--- src/rtl/cla_seq_pkg.sv ---
// Shared types and helpers for the multi-word CLA sequencer.
package cla_seq_pkg;

  typedef enum logic [1:0] {
    IDLE = 2'd0,
    RUN  = 2'd1,
    DONE = 2'd2
  } state_t;

  // Word counter width; a single-word operand still needs a 1-bit counter.
  function automatic int cnt_width(input int nwords);
    return (nwords <= 1) ? 1 : $clog2(nwords);
  endfunction

endpackage

--- src/rtl/cla_word_sequencer_if.sv ---
// Producer/consumer handshake bundle for the multi-word CLA sequencer.
interface cla_word_sequencer_if #(
  parameter int WIDTH  = 4,
  parameter int NWORDS = 4
);
  logic                      i_valid;
  logic                      o_ready;
  logic [WIDTH*NWORDS-1:0]   i_A;
  logic [WIDTH*NWORDS-1:0]   i_B;
  logic                      i_Cin;
  logic                      o_valid;
  logic                      i_ready;
  logic [WIDTH*NWORDS-1:0]   o_Sum;
  logic                      o_Cout;
  logic                      o_busy;

  modport master (
    output i_valid, i_A, i_B, i_Cin, i_ready,
    input  o_ready, o_valid, o_Sum, o_Cout, o_busy
  );

  modport slave (
    input  i_valid, i_A, i_B, i_Cin, i_ready,
    output o_ready, o_valid, o_Sum, o_Cout, o_busy
  );
endinterface

--- src/rtl/cla_word_sequencer_cla.sv ---
// WIDTH-bit carry-lookahead adder: every carry is a flat sum of
// generate/propagate products, so no carry depends on another carry.
module CarryLookAheadAdder #(
  parameter int WIDTH = 4
) (
  input  logic [WIDTH-1:0] i_A,
  input  logic [WIDTH-1:0] i_B,
  input  logic             i_Cin,
  output logic [WIDTH-1:0] o_Sum,
  output logic             o_Cout
);
  logic [WIDTH-1:0] g;
  logic [WIDTH-1:0] p;
  logic [WIDTH:0]   c;
  logic             term;

  assign g = i_A & i_B;
  assign p = i_A ^ i_B;

  // Lookahead carries: c[i] = OR over j<i of g[j]&p[j+1..i-1], plus cin&p[0..i-1].
  always_comb begin
    c    = '0;
    term = 1'b0;
    c[0] = i_Cin;
    for (int i = 1; i <= WIDTH; i++) begin
      for (int j = -1; j < i; j++) begin
        term = (j < 0) ? i_Cin : g[j];
        for (int k = j + 1; k < i; k++) begin
          term = term & p[k];
        end
        c[i] = c[i] | term;
      end
    end
  end

  assign o_Sum  = p ^ c[WIDTH-1:0];
  assign o_Cout = c[WIDTH];
endmodule

--- src/rtl/cla_word_sequencer.sv ---
// Multi-precision adder: streams one WIDTH-bit word per cycle, LSW first,
// through a single CLA and chains the carry between words in a register.
module cla_word_sequencer
  import cla_seq_pkg::*;
#(
  parameter int WIDTH  = 4,
  parameter int NWORDS = 4
) (
  input  logic                 i_clk,
  input  logic                 i_rst,
  cla_word_sequencer_if.slave  bus
);
  localparam int TW = WIDTH * NWORDS;
  localparam int CW = cnt_width(NWORDS);

  state_t          state_q;
  state_t          state_d;
  logic [TW-1:0]   a_q;
  logic [TW-1:0]   b_q;
  logic [TW-1:0]   sum_q;
  logic            carry_q;
  logic            cout_q;
  logic [CW-1:0]   cnt_q;
  logic            last_word;
  logic [WIDTH-1:0] cla_sum;
  logic            cla_cout;

  assign last_word = (cnt_q == CW'(NWORDS - 1));

  CarryLookAheadAdder #(.WIDTH(WIDTH)) u_cla (
    .i_A   (a_q[WIDTH-1:0]),
    .i_B   (b_q[WIDTH-1:0]),
    .i_Cin (carry_q),
    .o_Sum (cla_sum),
    .o_Cout(cla_cout)
  );

  // Next-state decode; acceptance only in IDLE, no overlap with DONE.
  always_comb begin
    state_d = state_q;
    case (state_q)
      IDLE:    if (bus.i_valid) state_d = RUN;
      RUN:     if (last_word)   state_d = DONE;
      DONE:    if (bus.i_ready) state_d = IDLE;
      default: state_d = IDLE;
    endcase
  end

  // State register; reset drops any in-flight operation.
  always_ff @(posedge i_clk) begin
    if (i_rst) state_q <= IDLE;
    else       state_q <= state_d;
  end

  // Word counter and result registers (visible outputs, so they reset).
  always_ff @(posedge i_clk) begin
    if (i_rst) begin
      cnt_q  <= '0;
      sum_q  <= '0;
      cout_q <= 1'b0;
    end else if (state_q == IDLE && bus.i_valid) begin
      cnt_q <= '0;
      sum_q <= '0;
    end else if (state_q == RUN) begin
      cnt_q <= cnt_q + CW'(1);
      sum_q[int'(cnt_q)*WIDTH +: WIDTH] <= cla_sum;
      if (last_word) cout_q <= cla_cout;
    end
  end

  // Operand shift registers and inter-word carry; pure datapath, no reset.
  always_ff @(posedge i_clk) begin
    if (state_q == IDLE && bus.i_valid) begin
      a_q     <= bus.i_A;
      b_q     <= bus.i_B;
      carry_q <= bus.i_Cin;
    end else if (state_q == RUN) begin
      a_q     <= a_q >> WIDTH;
      b_q     <= b_q >> WIDTH;
      carry_q <= cla_cout;
    end
  end

  assign bus.o_ready = (state_q == IDLE) && !i_rst;
  assign bus.o_valid = (state_q == DONE);
  assign bus.o_busy  = (state_q != IDLE);
  assign bus.o_Sum   = sum_q;
  assign bus.o_Cout  = cout_q;
endmodule

--- src/flat_wrapper.sv ---
// flat-port wrapper written by rule: the top's interface ports become plain ports
module cla_word_sequencer_flat import cla_seq_pkg::*;
#(
  parameter int WIDTH  = 4,
  parameter int NWORDS = 4
)
  (i_clk, i_rst, bus_i_valid, bus_i_A, bus_i_B, bus_i_Cin, bus_i_ready, bus_o_ready, bus_o_valid, bus_o_Sum, bus_o_Cout, bus_o_busy);
  cla_word_sequencer_if #(.WIDTH(WIDTH), .NWORDS(NWORDS)) bus_i ();
  input  logic i_clk;
  input  logic i_rst;
  input wire logic [$bits(bus_i.i_valid)-1:0] bus_i_valid;
  input wire logic [$bits(bus_i.i_A)-1:0] bus_i_A;
  input wire logic [$bits(bus_i.i_B)-1:0] bus_i_B;
  input wire logic [$bits(bus_i.i_Cin)-1:0] bus_i_Cin;
  input wire logic [$bits(bus_i.i_ready)-1:0] bus_i_ready;
  output wire logic [$bits(bus_i.o_ready)-1:0] bus_o_ready;
  output wire logic [$bits(bus_i.o_valid)-1:0] bus_o_valid;
  output wire logic [$bits(bus_i.o_Sum)-1:0] bus_o_Sum;
  output wire logic [$bits(bus_i.o_Cout)-1:0] bus_o_Cout;
  output wire logic [$bits(bus_i.o_busy)-1:0] bus_o_busy;
  assign bus_i.i_valid = bus_i_valid;
  assign bus_i.i_A = bus_i_A;
  assign bus_i.i_B = bus_i_B;
  assign bus_i.i_Cin = bus_i_Cin;
  assign bus_i.i_ready = bus_i_ready;
  assign bus_o_ready = bus_i.o_ready;
  assign bus_o_valid = bus_i.o_valid;
  assign bus_o_Sum = bus_i.o_Sum;
  assign bus_o_Cout = bus_i.o_Cout;
  assign bus_o_busy = bus_i.o_busy;
  cla_word_sequencer #(.WIDTH(WIDTH), .NWORDS(NWORDS)) u_core (.i_clk(i_clk), .i_rst(i_rst), .bus(bus_i));
endmodule
--- config.mk ---
export PLATFORM = sky130hd
export DESIGN_NAME = cla_word_sequencer_flat
export DESIGN_NICKNAME = d
export VERILOG_FILES = /design/src/rtl/cla_seq_pkg.sv /design/src/rtl/cla_word_sequencer_if.sv /design/src/rtl/cla_word_sequencer_cla.sv /design/src/rtl/cla_word_sequencer.sv /design/src/flat_wrapper.sv
export SDC_FILE = /design/constraint.sdc
export NUM_CORES = 1
export LEC_CHECK = 0
export CAP_MARGIN = 15
export CORE_ASPECT_RATIO = 1.2
export CORE_MARGIN = 2
export CORE_UTILIZATION = 51
export CTS_BUF_LIST = sky130_fd_sc_hd__clkbuf_8
export DETAILED_ROUTE_END_ITERATION = 8
export GPL_ROUTABILITY_DRIVEN = 0
export GPL_TIMING_DRIVEN = 0
export PLACE_DENSITY_LB_ADDON = 0.15
export RECOVER_POWER = 100
export SLEW_MARGIN = 20
export SYNTH_ARGS = -nofsm -noshare
export SYNTH_HDL_FRONTEND = slang
export SYNTH_SLANG_ARGS = --single-unit
export TNS_END_PERCENT = 1
--- constraint.sdc ---
create_clock -name i_clk -period 2.7 [get_ports i_clk]
set_input_delay 0.27 -clock i_clk [delete_from_list [all_inputs] [get_ports i_clk]]
set_output_delay 0.27 -clock i_clk [all_outputs]
set_load 0.1 [all_outputs]
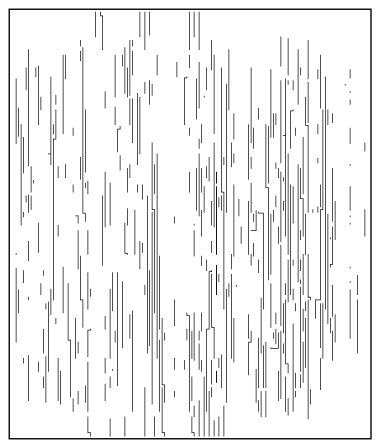
Run 1: metal 2
nets with wire on the layer: 258
longest straight run: 43.2 um
met2 Use GR: 33.66%
count of vias placed by the detailed router: 1621
Total Wirelength: 4.284 mm

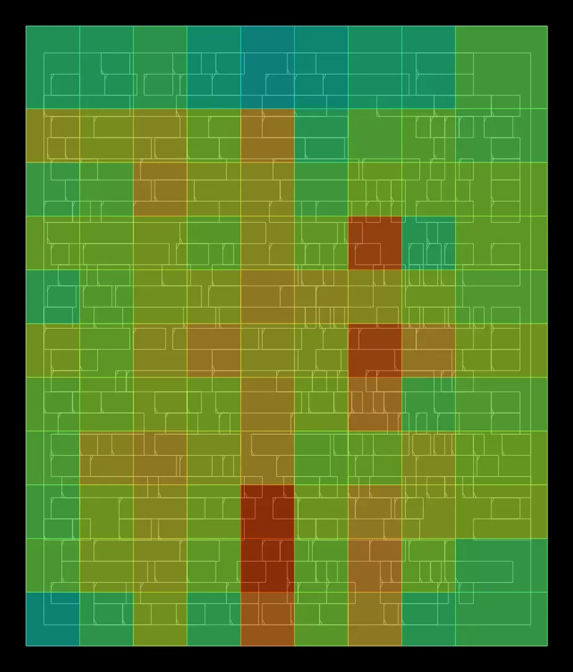
Run 1: track usage over the die
GRT Total Usage: 18.41%
met3 routing resource usage after global routing: 4.937%
most heavily used metal layer in global routing: met2

==> design notes, run 1 <==
Looking at the clock tree report, the H-tree level count equals 2. The wire length of the first global-routing pass is 7.134 mm, and the time the final worst path needs with I/O delays and setup is 2.508 ns. The final tally of max-slew violations is 0. The critical path maximum fanout is 8.

The synthesized design contains 33 enable-type register cells. The floorplan step set the die width to 67.01 um. The worst setup path is launched from a flip-flop. Setup repair after global routing left no endpoint under its margin.

The run gives 3093 um2 for the total cell area at the placement stage. Cell with the most instances after synthesis: sky130_fd_sc_hd__edfxtp_1. The final clock period utilization by the worst path came out at 92.87%.

The category of the worst setup path capture point is an output pin. The final antenna diode tally reported by the flow is 0. In this run the standard cell core region covers 4594 um2. The slowest stage cell on the critical path was sky130_fd_sc_hd__clkdlybuf4s50_1. The met1 track demand over resource is 19.51%. TritonCTS built the clock tree.

In the synthesis report, Yosys lists the chip area as 2430 um2. Per STA, the highest per-stage delay on the worst path measures 1.13 ns. Buffer-and-inverter tally for the worst setup path: 1. The script parses the final routing iteration and logs DRC violations as 0. The total chip power came out at 0.001851 W.

The total iterations of the first detailed-routing run is 4, and the number of placed cells counting well taps is 305. Dividing the synthesized area by the synthesized cell count gives 12.79 um2. The synthesis stat section lists a flop and latch total of 54. For the number of buffers inserted by hold repair at cts, the log shows 0. The worst slew margin relative to its limit is 34.61%. In this run, the synthesized area fraction spent on xor and xnor cells is recorded as 1.081%. Counting flops with an async set or reset pin after synthesis yields a share of 0%. Per the placement log, port buffering inserted 56 buffers. The run finished with clean final reports. 57 I/O pins were placed. The run gives 0.31 ns for the latest clock arrival within the worst-skew pair. For the maximum frequency from static timing analysis, the log shows 0.3988 GHz. The commonest cells after synthesis are sky130_fd_sc_hd__edfxtp_1 (33), sky130_fd_sc_hd__mux2_2 (23), sky130_fd_sc_hd__dfxtp_1 (21).

The run gives 586.1 nW/um2 for the power density of the placed cells. The main logic family after synthesis is simple AND/OR/NAND/NOR gates. Layout-stage area growth over the synthesis result: 29.97%.

Of the post-synthesis cell area, the dominant cell type holds 40.78%. The share of synthesized cell area in and-or and or-and compound cells works out to 6.694%. The run gives 14.51% for the share of cells above drive strength 1. Looking at the max-slew report, the worst-margin pin has a slew of 0.9776 ns.

For the number of cells in Yosys stat, the log shows 190. STA puts the critical path data required time at 2.43 ns. The script logs the ratio of routed vias to standard cells as 5.179. After global routing the overflow that remains totals 0. The logs give 0 for the total number of yosys warnings and 58.08% for the share of synthesized area occupied by flip-flops and latches. Leaving out filler cells and counting taps, the final layout contains 313. The type of the tightest min-delay check is reg -> reg. The largest area contributor in the netlist is sky130_fd_sc_hd__edfxtp_1. The root cell of the clock tree was sky130_fd_sc_hd__clkbuf_8. With the final setup violation count at 0, the final worst clock skew is 0.006269 ns. The portion of netlist area occupied by mux cells is 11.53%, and the number of warnings in the stage logs is 32. The tools report the largest net degree at the start of global routing as 25. The report lists the number of cells resized after CTS as 0. Cell family with the largest share of critical-path delay: buffers and inverters. The run gives 0 as the total count of hold-check failures in the final report. In the synthesized netlist the dominant register cell turns out to be sky130_fd_sc_hd__edfxtp_1.
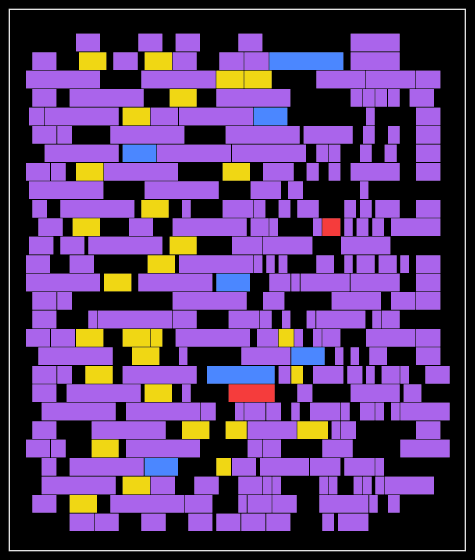
Run 1: cells by drive strength
[x6 and larger] blue | cells: 7 | share: 2.7% | most used: clkbuf_8
[x3 and x4] red | cells: 2 | share: 0.78%
[x2] yellow | cells: 28 | share: 11% | most used: mux2_2
[x1 and smaller] purple | cells: 218 | share: 85% | most used: clkdlybuf4s50_1

[run 1: sequential cells by signal, summed over array words and instances (netlist names)]
signal and flops:
u_core.carry_q 1, u_core.cnt_q 2, u_core.bus.o_Cout 1, u_core.a_q 16, u_core.bus.o_Sum 16, u_core.b_q 16, u_core.state_q 2
[run 1: where the power goes]
part	internal (W)	total (W)	switching, W
Combinational	0.000155	0.000342	0.000187
Clock	0.000272	0.000527	0.000255
Sequential	0.000958	0.000982	0.0000239
Total	0.00139	0.00185	0.000466
[run 1: layout by cell type (no fill, tap or decap), drive strengths merged, types with 3 or more instances in the layout]
master and n:
nand2b 3, edfxtp 33, dlygate4sd3 20, nand3 8, clkdlybuf4s50 36, a22oi 9, nor2 12, o21ai 9
dfxtp 21, mux2 24, xnor2 3, ha 11, nand2 15, and2 8, a21oi 5, inv 8
clkbuf 10
[run 1: logic make-up after synthesis]
kind of cell | after synthesis
mux | 25
fa+ha+maj | 12
compound gates | 26
flops | 54
xor+xnor | 3
simple gates | 56
buf+inv | 14
[run 1: through the flow]
step                setup slack, ns  setup TNS (ns)
floorplan                    0.1961               0
global placement            -0.4038          -13.28
detailed placement           0.3173               0
CTS                          0.1746               0
global route                0.09799               0
finish                       0.1924               0
[run 1: per-layer routing]
layer / part of all wire (%) / wire length [um]
met5: 0 / 0
met4: 1.8 / 75
met3: 4.5 / 191
met2: 55 / 2345
met1: 39 / 1673
[run 1: worst paths after layout]
| path | from | endpoint | slack, ns | depth (start not counted) |
|---|---|---|---|---|
| max | u_core.state_q[0] | bus_o_ready | 0.19 | 3 |
| min | u_core.bus.o_Sum[11] | u_core.bus.o_Sum[11] | 0.47 | 2 |
| max reg2reg | u_core.state_q[0] | u_core.a_q[1] | 0.42 | 4 |
| min reg2reg | u_core.bus.o_Sum[11] | u_core.bus.o_Sum[11] | 0.47 | 2 |
[run 1: cell type report]
class	instances	area [um2]
Clock buffer	5	68.82
Inverter	8	30.03
Multi-Input combinational cell	122	920.9
Clock inverter	3	40.04
Fill cell	389	1436
Tap cell	58	72.57
Timing Repair Buffer	57	588.1
Buffer	6	26.28
Sequential cell	54	1411
[run 1: worst min-delay path, delay by kind of cell, from the launching register on]
family,cells,cell delay (ns)
AND-OR/OR-AND,1,0.06
flip-flops,1,0.31
AND/OR/NAND/NOR,1,0.05
==> run 2, diff against run 1 <==
--- a/config.mk
+++ b/config.mk
@@ -5,10 +5,11 @@
 export SDC_FILE = /design/constraint.sdc
 export NUM_CORES = 1
 export LEC_CHECK = 0
+export ABC_CLOCK_PERIOD_IN_PS = 2700
 export CAP_MARGIN = 15
 export CORE_ASPECT_RATIO = 1.2
 export CORE_MARGIN = 2
-export CORE_UTILIZATION = 51
+export CORE_UTILIZATION = 40
 export CTS_BUF_LIST = sky130_fd_sc_hd__clkbuf_8
 export DETAILED_ROUTE_END_ITERATION = 8
 export GPL_ROUTABILITY_DRIVEN = 0
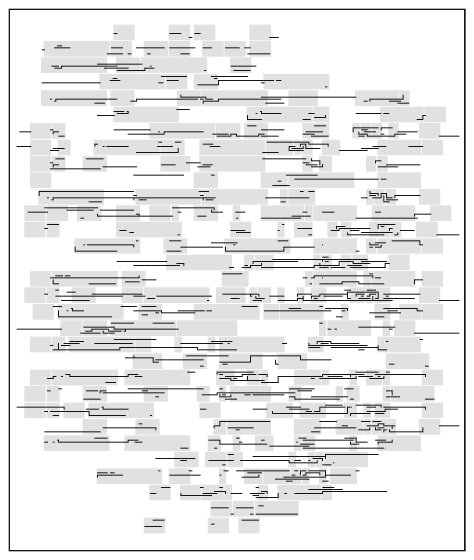
Run 2: metal 1
main direction: horizontal
longest straight run: 26.8 um
share of all routed wire: 41%

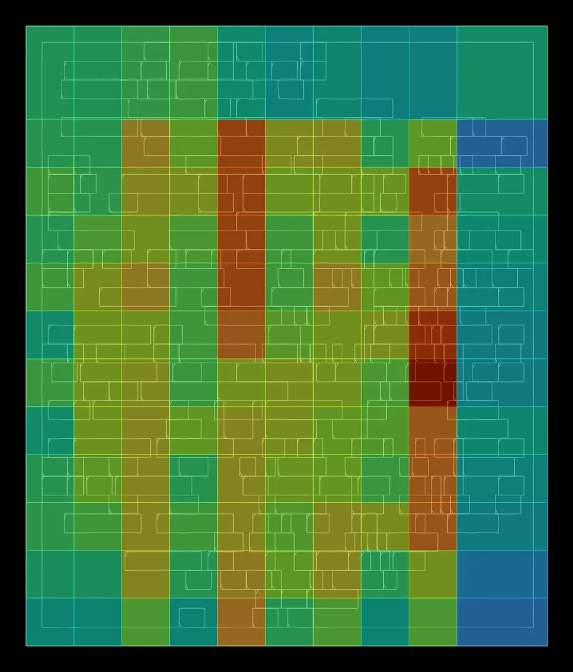
Run 2: track usage over the die
GRT Total Usage: 14.58%
GR Layer Usage met1: 17.44%
met3 routing resource usage after global routing: 4.171%
fin util: 53.46%
met2 Use GR: 24.32%

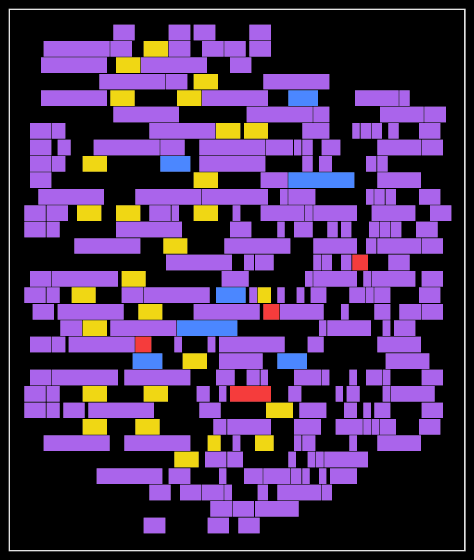
Run 2: cells by drive strength
P&R area growth vs syn: 31.41%
final worst-path setup slack: 0.1763 ns
total of plain and repair buffers excluding clock buffers: 63
cell area after layout: 3193 um2

==> run 2 against run 1 <==
  * Count of clock-buffer cells in the layout unchanged
  * Critical endpoint unchanged
  * Total power is 1.1% higher
  * Highest routed layer unchanged
  * Synthesized cell count unchanged
  * Combinational power rose by 1%
  * Area after synthesis is the same
  * Register-to-register slack got worse by 0.05 ns
  * Critical path type unchanged
  * Fmax fell by 0.64%
  * Clock power grew 3%
  * Cell count grew 7.7%
  * Critical path depth unchanged
==> design notes, run 2 <==
The flow ran to the end, and the final reports show no timing, DRC or antenna violations. For this run the aggregate overflow at the end of global routing stands at 0. The number of warnings reported in the stage logs is 32. The number of cells in Yosys stat is 190. Setup repair after global routing left no endpoint under its margin. The commonest register cell is sky130_fd_sc_hd__edfxtp_1.

Per the detailed placement report, the placed cell area equals 3123 um2. The cell area that synthesis handed to floorplanning was 2430 um2. TritonCTS built the clock tree. The worst setup path category is reg -> out. The path class of the tightest hold or removal check is reg -> reg. The required arrival time at the worst endpoint was 2.43 ns; the number of violations of the max-capacitance limit was 0. In this run, post-CTS hold repair placed 0 buffers.

The run gives 56 for the count of port buffers added during placement. Detailed-route via count: 1596. The fraction of registers with async set/reset is 0%. The worst setup path is captured at an output pin. The logs give 57 for the total I/O pin count and 5973 um2 for the area of the core.

During synthesis, Yosys emitted a total of 0 warnings. The run gives 0.3962 GHz for the maximum frequency from static timing analysis. The largest total area in the synthesized netlist belongs to sky130_fd_sc_hd__edfxtp_1. The synthesized netlist devotes 13.34% of its cell area to simple gates.

The share of synthesized cell area in full adder, half adder and majority cells was 6.488%. The final timing report lists a hold violation count of 0. The power density of the placed cells was 586.2 nW/um2; the clock tree buffer depth was 2.

The internal power contribution is 0.001391 W, and the final tally of max-slew violations is 0. The area taken by sequential standard cells is reported as 1411 um2. The final worst clock skew was 0.005285 ns. Share of synthesized cell area in and-or and or-and compound cells: 6.694%.

The portion of netlist area occupied by mux cells was 11.53%. Ranked by instance count, the synthesized netlist is headed by sky130_fd_sc_hd__edfxtp_1 (33), sky130_fd_sc_hd__mux2_2 (23), sky130_fd_sc_hd__dfxtp_1 (21). The worst setup path is launched from a flip-flop.

The number of remaining DRC errors is 0. The maximum fanout along the worst path was 8; the proportion of power drawn by flip-flops and latches was 52.4%. With the number of global-route vias before repair at 1500, the largest net degree at the start of global routing is 24. Area share of xor/xnor cells in the synthesized design: 1.081%. The final critical path takes up 93.47% of the cycle. The run gives 34.41% for the worst slew margin relative to its limit.

The latest clock arrival within the worst-skew pair came out at 0.31 ns. The filler cells instantiated in the layout total 545. The flop and latch count out of synthesis was 54. The root cell of the clock tree is sky130_fd_sc_hd__clkbuf_8. With the die width at 75.15 um, the share of synthesized area occupied by flip-flops and latches is 58.08%. The slew at the pin with the worst max-slew slack was 0.9805 ns.

The most common logic cell in the final layout is sky130_fd_sc_hd__clkdlybuf4s50_1. OpenSTA, run right after detailed placement, puts the worst setup slack at 0.2927 ns. Time the final worst path needs with I/O delays and setup: 2.524 ns. Net switching is 25.71% of the power. The average instance area after synthesis is 12.79 um2. The run gives 2 as the maximum level of the CTS H-tree. The multi-input combinational cells in the finished layout cover a total of 920.9 um2.

The wire length of the first global-routing pass came out at 7.217 mm. Once the clock tree was built, the setup fixing pass inserted 0 buffers. In this run the vertical extent of the chip is 89.38 um. Leaving out fill and tap cells, the most frequent cells in the layout are sky130_fd_sc_hd__clkdlybuf4s50_1 (37), sky130_fd_sc_hd__edfxtp_1 (33), sky130_fd_sc_hd__mux2_2 (23), sky130_fd_sc_hd__dfxtp_1 (21), sky130_fd_sc_hd__dlygate4sd3_1 (19). Combinational logic burns 18.5% of the power. Before antenna repair, the detailed router went through 4 iterations. Among the non-sequential cells, simple AND/OR/NAND/NOR gates take the most area. The share of cells above drive strength 1 is 14.90%. The number of antenna diodes in the final layout is 0.

Wires add up to 4.320 mm. The area share of the leading cell type in the synthesized netlist came out at 40.78%. For the clock share of power, the log shows 29.1%. The average detailed-routed wire length per instance works out to 12.82 um.

Number of nets with antenna violations after routing: 0. The number of enable flip-flop cells was 33; the count of instances resized after the clock tree is built was 0. Clock-pin slew was measured on the worst setup and hold paths at 0.10 ns.

The last timing report of the flow puts the setup violation total at 0. The area reported by Yosys stat was 2430 um2. At the worst endpoint, the arrival time is 2.25 ns. The power report puts the net switching power at 0.0004812 W. The cell with the most instances after synthesis is sky130_fd_sc_hd__edfxtp_1. The run gives 4.736 for the via-per-instance ratio.
run 2: cell families (layout without fill, tap and decap cells):
kind of cell | count (synthesis) | count (layout)
fa+ha+maj | 12 | 12
simple gates | 56 | 56
xor+xnor | 3 | 3
flops | 54 | 54
buf+inv | 14 | 79
mux | 25 | 25
compound gates | 26 | 26
run 2: final timing paths:
path,slack (ns),endpoint,startpoint,depth (start not counted)
worst max register to register,0.37,u_core.a_q[0],u_core.state_q[0],4
worst min-delay path,0.47,u_core.bus.o_Sum[11],u_core.bus.o_Sum[11],2
worst max-delay path,0.18,bus_o_ready,u_core.state_q[0],3
worst min register to register,0.47,u_core.bus.o_Sum[11],u_core.bus.o_Sum[11],2
run 2: cell type report:
| type | count | share of cell area [%] |
|---|---|---|
| Sequential cell | 54 | 44.20 |
| Timing Repair Buffer | 57 | 18.42 |
| Clock buffer | 5 | 2.155 |
| Buffer | 6 | 0.8229 |
| Multi-Input combinational cell | 122 | 28.84 |
| Clock inverter | 3 | 1.411 |
| Tap cell | 82 | 3.213 |
| Inverter | 8 | 0.9404 |
run 2: stage by stage:
stage / util (%) / TNS (ns) / std cells / power [W]
after global placement: 51.78 / -14.78 / 328 / 0.001353
after global routing: 53.46 / 0 / 337 / 0.001967
final: 53.46 / 0 / 337 / 0.001872
after detailed placement: 52.28 / 0 / 329 / 0.001365
after CTS: 54.19 / 0 / 337 / 0.001912
after floorplan: - / 0 / 190 / 0.001235
run 2: metal layers:
layer / wire length (um) / GRT usage, %
met5: 0 / 0
met4: 105 / 6.380
met3: 201 / 4.171
met2: 2221 / 24.32
met1: 1792 / 17.44
run 2: critical path: stages (launching register included):
cell	delay, ns
sky130_fd_sc_hd__dfxtp_1	0.40
sky130_fd_sc_hd__or2_2	0.32
sky130_fd_sc_hd__nor2_1	0.09
sky130_fd_sc_hd__clkdlybuf4s50_1	1.13
run 2: power groups by stage:
| stage | sequential (W) | clock [W] | combinational, W |
|---|---|---|---|
| floorplan | 0.00103 | 0 | 0.000208 |
| global placement | 0.00100 | 0 | 0.000350 |
| detailed placement | 0.00100 | 0 | 0.000363 |
| CTS | 0.000983 | 0.000564 | 0.000364 |
| global route | 0.000988 | 0.000595 | 0.000384 |
| finish | 0.000981 | 0.000545 | 0.000346 |
Power is estimated from default activity; no workload was simulated.
